**src/rtl/leb128_pkg.sv**
```systemverilog
`default_nettype none
// +----------------------------------------------------------------------------+
// | leb128_pkg : shared types and limits for the LEB128 immediate-fetch stage  |
// | Rev 1.0                                                                    |
// +----------------------------------------------------------------------------+
package leb128_pkg;

  typedef enum logic [1:0] {
    ERR_OK     = 2'd0,
    ERR_MEM    = 2'd1,
    ERR_RANGE  = 2'd2,
    ERR_NO_64B = 2'd3
  } err_e;

  typedef enum logic [1:0] {
    ST_IDLE  = 2'd0,
    ST_FETCH = 2'd1,
    ST_DATA  = 2'd2,
    ST_DONE  = 2'd3
  } state_e;

  localparam int MAX_BYTES32 = 5;
  localparam int MAX_BYTES64 = 10;

endpackage
`default_nettype wire

```
**src/rtl/leb128_last_check.sv**
```systemverilog
`default_nettype none
// +----------------------------------------------------------------------------+
// | leb128_last_check : range check of the final byte an encoding may use      |
// | Rev 1.0                                                                    |
// +----------------------------------------------------------------------------+
module leb128_last_check
  import leb128_pkg::*;
(
  input  logic [7:0] i_byte,
  input  logic       i_signed,
  input  logic       i_wide64,
  output logic       o_ok
);

  // Bits that would land above the target width must be zero (unsigned)
  // or a copy of the target's sign bit (signed).
  always_comb begin
    o_ok = 1'b0;
    if (!i_byte[7]) begin
      case ({i_wide64, i_signed})
        2'b00:   o_ok = (i_byte[6:4] == 3'b000);
        2'b01:   o_ok = (i_byte[6:3] == 4'b0000) || (i_byte[6:3] == 4'b1111);
        2'b10:   o_ok = (i_byte[6:1] == 6'b000000);
        default: o_ok = (i_byte[6:0] == 7'h00) || (i_byte[6:0] == 7'h7F);
      endcase
    end
  end

endmodule
`default_nettype wire

```
**src/rtl/leb128_fetch.sv**
```systemverilog
`default_nettype none
// +----------------------------------------------------------------------------+
// | leb128_fetch : byte-serial LEB128 immediate fetch/decode (u32/s32/u64/s64) |
// | Rev 1.0                                                                    |
// +----------------------------------------------------------------------------+
module leb128_fetch
  import leb128_pkg::*;
#(
  parameter int MEM_DEPTH = 6,
  parameter int MEM_EXTRA = 4,
  parameter int USE_64B   = 1
) (
  input  logic                          clk,
  input  logic                          reset,
  input  logic                          req_valid,
  output logic                          req_ready,
  input  logic [MEM_DEPTH:0]            req_pc,
  input  logic                          req_signed,
  input  logic                          req_wide64,
  output logic [MEM_DEPTH:0]            mem_addr,
  output logic [MEM_EXTRA-1:0]          mem_extra,
  input  logic [(2**MEM_EXTRA)*8-1:0]   mem_data,
  input  logic                          mem_error,
  output logic                          out_valid,
  input  logic                          out_ready,
  output logic [63:0]                   out_value,
  output logic [MEM_DEPTH:0]            out_next_pc,
  output logic [1:0]                    out_err
);

  localparam int AW = MEM_DEPTH + 1;
  localparam int DW = (2**MEM_EXTRA) * 8;
  localparam bit C_NO_64B = (USE_64B == 0);

  state_e          r_state, w_next;
  logic            r_signed, r_wide;
  logic [AW-1:0]   r_addr;       // address currently presented to the ROM
  logic [3:0]      r_cnt;        // bytes already accumulated
  logic [63:0]     r_acc;
  logic [63:0]     r_value;
  logic [AW-1:0]   r_next_pc;
  err_e            r_err;

  logic [7:0]      w_byte;
  logic [6:0]      w_shift, w_shift_new, w_top;
  logic [5:0]      w_pos;
  logic [63:0]     w_acc_new, w_mask, w_ext, w_result;
  logic            w_last, w_cont, w_range_ok, w_accept, w_no64;

  assign w_byte    = mem_data[7:0];
  assign mem_extra = '0;
  assign mem_addr  = r_addr;

  generate
    if (DW > 8) begin : g_unused_data
      logic w_unused_hi;
      assign w_unused_hi = ^mem_data[DW-1:8];
    end
  endgenerate

  assign w_shift     = {3'b000, r_cnt} * 7'd7;
  assign w_shift_new = w_shift + 7'd7;
  assign w_acc_new   = r_acc | ({57'd0, w_byte[6:0]} << w_shift);
  assign w_last      = (r_cnt == (r_wide ? 4'(MAX_BYTES64 - 1) : 4'(MAX_BYTES32 - 1)));
  assign w_cont      = w_byte[7] && !w_last;

  // Sign bit is the top decoded bit, clamped to the target width: on a
  // range-checked final byte the clamped bit equals the true sign.
  assign w_top  = r_wide ? 7'd63 : 7'd31;
  assign w_pos  = ((w_shift_new - 7'd1) > w_top) ? w_top[5:0] : 6'(w_shift_new - 7'd1);
  assign w_mask = (64'd2 << w_pos) - 64'd1;
  assign w_ext  = w_acc_new[w_pos] ? (w_acc_new | ~w_mask) : (w_acc_new & w_mask);

  always_comb begin
    w_result = 64'd0;
    if (r_signed) w_result = r_wide ? w_ext : {32'd0, w_ext[31:0]};
    else          w_result = r_wide ? w_acc_new : {32'd0, w_acc_new[31:0]};
  end

  leb128_last_check u_last_check (
    .i_byte   (w_byte),
    .i_signed (r_signed),
    .i_wide64 (r_wide),
    .o_ok     (w_range_ok)
  );

  assign w_no64   = req_wide64 && C_NO_64B;
  assign w_accept = req_valid && req_ready;

  always_ff @(posedge clk or negedge reset) begin
    if (!reset) r_state <= ST_IDLE;
    else        r_state <= w_next;
  end

  always_comb begin
    w_next    = r_state;
    req_ready = 1'b0;
    out_valid = 1'b0;
    case (r_state)
      ST_IDLE: begin
        req_ready = 1'b1;
        if (req_valid) w_next = w_no64 ? ST_DONE : ST_FETCH;
      end
      ST_FETCH: w_next = ST_DATA;
      ST_DATA: begin
        if (mem_error || !w_cont) w_next = ST_DONE;
      end
      ST_DONE: begin
        out_valid = 1'b1;
        if (out_ready) w_next = ST_IDLE;
      end
      default: w_next = ST_IDLE;
    endcase
  end

  always_ff @(posedge clk or negedge reset) begin
    if (!reset) begin
      r_signed  <= 1'b0;
      r_wide    <= 1'b0;
      r_addr    <= '0;
      r_cnt     <= 4'd0;
      r_acc     <= 64'd0;
      r_value   <= 64'd0;
      r_next_pc <= '0;
      r_err     <= ERR_OK;
    end else begin
      case (r_state)
        ST_IDLE: begin
          if (w_accept) begin
            r_signed <= req_signed;
            r_wide   <= req_wide64;
            r_acc    <= 64'd0;
            r_cnt    <= 4'd0;
            if (w_no64) begin
              r_value   <= 64'd0;
              r_next_pc <= req_pc;
              r_err     <= ERR_NO_64B;
            end else begin
              r_addr <= req_pc;
            end
          end
        end
        ST_FETCH: r_addr <= r_addr + 1'b1;
        ST_DATA: begin
          if (mem_error) begin
            r_value   <= 64'd0;
            r_next_pc <= r_addr - 1'b1;
            r_err     <= ERR_MEM;
          end else if (w_cont) begin
            r_acc  <= w_acc_new;
            r_cnt  <= r_cnt + 4'd1;
            r_addr <= r_addr + 1'b1;
          end else begin
            r_next_pc <= r_addr;
            if (w_last && !w_range_ok) begin
              r_value <= 64'd0;
              r_err   <= ERR_RANGE;
            end else begin
              r_value <= w_result;
              r_err   <= ERR_OK;
            end
          end
        end
        default: ;
      endcase
    end
  end

  assign out_value   = r_value;
  assign out_next_pc = r_next_pc;
  assign out_err     = r_err;

endmodule
`default_nettype wire

```
**config.mk**
```make
export PLATFORM = sky130hd
export DESIGN_NAME = leb128_fetch
export DESIGN_NICKNAME = d
export VERILOG_FILES = /design/src/rtl/leb128_pkg.sv /design/src/rtl/leb128_last_check.sv /design/src/rtl/leb128_fetch.sv
export SDC_FILE = /design/constraint.sdc
export NUM_CORES = 1
export LEC_CHECK = 0
export ABC_AREA = 0
export CORE_MARGIN = 2
export CORE_UTILIZATION = 45
export DETAILED_ROUTE_END_ITERATION = 16
export MAX_ROUTING_LAYER = met4
export PLACE_DENSITY = 0.76
export SYNTH_ARGS = -nofsm -noshare
export SYNTH_HDL_FRONTEND = slang
export SYNTH_HIERARCHICAL = 1
export SYNTH_SLANG_ARGS = --single-unit
```
**constraint.sdc**
```tcl
create_clock -name clk -period 5.65 [get_ports clk]
set_input_delay 1.695 -clock clk [delete_from_list [all_inputs] [get_ports clk]]
set_output_delay 1.695 -clock clk [all_outputs]
set_load 0.02 [all_outputs]
```
Sequential cells coloured by netlist name:
Other sequential cells in the stronger grey, the rest of the logic in the fainter grey.
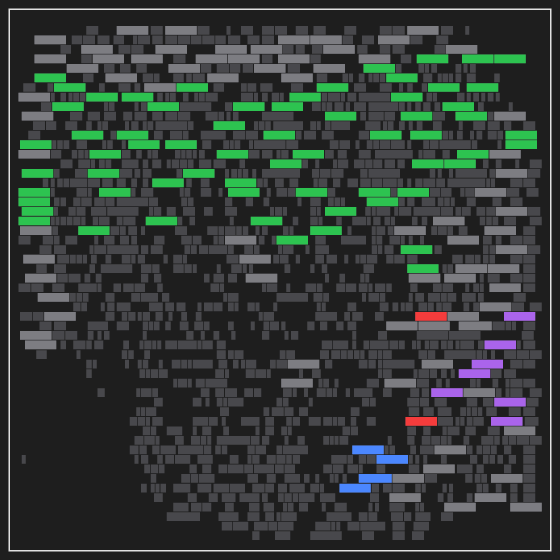
red -> `out_err`  # placed flops 2
purple -> `out_next_pc`  # placed flops 7
green -> `r_acc`  # placed flops 64, where a band across the top
blue -> `r_cnt`  # placed flops 4
not coloured = 75

Clock wires, drivers and flops:
The bar under the picture is 50 µm long.
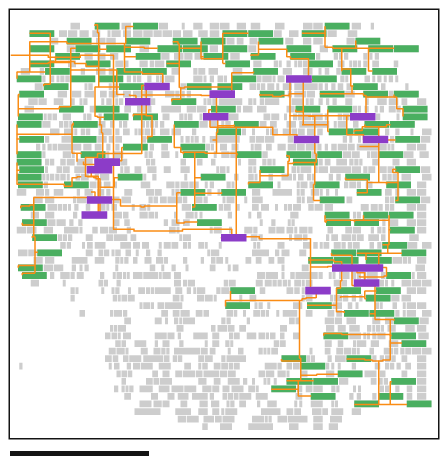
purple -> clock-net drivers  # count 17
orange -> clock wires  # length 2150 µm
green -> flip-flops  # count 152
flops lie = widely spread

Clock routing:
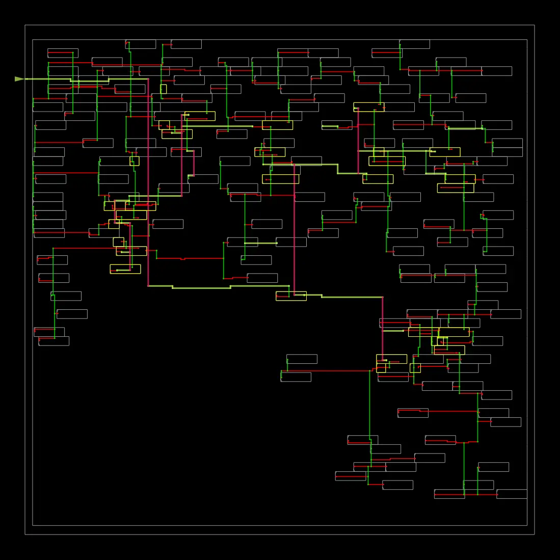
cts bufs inserted: 17
Clk Latency, worst-skew pair: 0.44 ns

Gate families picked out:
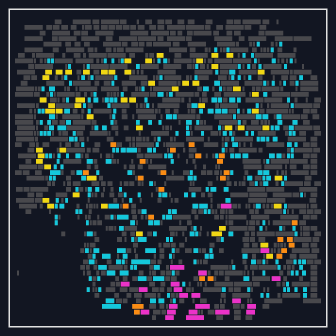
orange -> xor and xnor cells  # cells 25
magenta -> fa/ha/maj cells  # cells 22
cyan -> aoi and oai cells  # cells 315
yellow -> mux cells  # cells 54

Cells coloured by class:
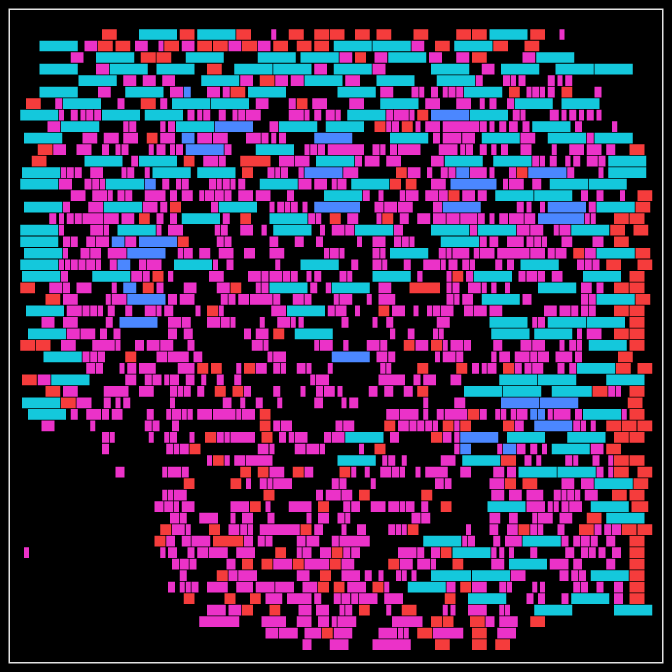
magenta -> remaining logic cells  # cells 939
blue -> clock drivers and dummy loads  # cells 31
red -> remaining buffers and delay cells  # cells 204
cyan -> registers  # cells 152
Std-Cell Core Area: 0.0220 mm²
post-layout utilization of the core: 57.7%
area of all placed cells without fillers: 0.0127 mm²

==> run notes <==
Summary of the current implementation state.

- Per the synth stats, the flop cell with the highest instance count is dfrtp_1.
- The buffering overhead is 14.4%, for reference.
- The most critical min-delay path falls under reg -> reg.
- According to the timing report, the critical path is launched from r_cnt[1].
- The top-level port count is 228, for reference.
- According to the floorplan report, the die width is 154 µm.
- For reference, the placement row count at floorplan is 54.
- Per the placement report, the placed cell count is 1573.
- The DRC marker count from the first detailed-route iteration is 1144, for reference.
- Ranked by instance count, the synthesized netlist is headed by dfrtp_1, nor2_1, a21oi_1, nand2_1, clkbuf_1.
- The timing report gives the worst reg2reg path a setup slack of 0.23 ns.
- The OpenROAD report gives the critical path a required time of 6.03 ns.
- Each instance of the synthesized netlist takes up on average 8.58 µm².
- The final timing report gives a worst setup slack of 0.226 ns.
- The count of nets after finishing is 1478, for reference.
- The highest metal layer carrying signal wires in the routed design is met4.
- The die area is 0.0237 mm², for reference.
- The flow ran to the end, and the final reports show no timing, DRC or antenna violations.
- The count of antenna-violating nets left after detailed routing is 0, for reference.
- The xor and xnor fraction of the mapped netlist area is 2.24%, for reference.
- By instance count after routing, the leading logic cell type is dfrtp_1.
- Dividing the detail-routed wire length by the instance count gives between 20 and 25 µm.
- The highest clock rate this design can be run at is 184 MHz.
- The met3 routing resource usage after global routing is 5.67%, for reference.
- The number of clock sinks seen by CTS is 152, for reference.
- The met1 demand-to-capacity share in global routing is 46.8%, for reference.
- The critical path maximum fanout is 5.
- The most common cell in the synthesized netlist is dfrtp_1, for reference.
- The delay contributed by the slowest stage of the critical path is 0.55 ns, for reference.
- The number of buffers and inverters on the critical path is 4.
- The portion of synthesized cell area occupied by the leading cell type is 37.6%, for reference.
- The layout inverter count without the clock tree is 25, for reference.
[worst min-delay path by stage]
stage,start,end,slack [ns]
2_1_floorplan,r_acc[2],r_acc[2],0.46
3_3_place_gp,out_next_pc[0],out_next_pc[0],0.46
3_5_place_dp,out_next_pc[0],out_next_pc[0],0.47
4_1_cts,out_next_pc[0],out_next_pc[0],0.48
5_1_grt,out_value[0],out_value[0],0.51
6_report,out_next_pc[0],out_next_pc[0],0.47
[state kept, by name, indices dropped and copies added, names as in the netlist]
signal       cells
mem_addr         7
out_err          2
out_next_pc      7
out_value       64
r_acc           64
r_cnt            4
r_signed         1
r_state          2
r_wide           1
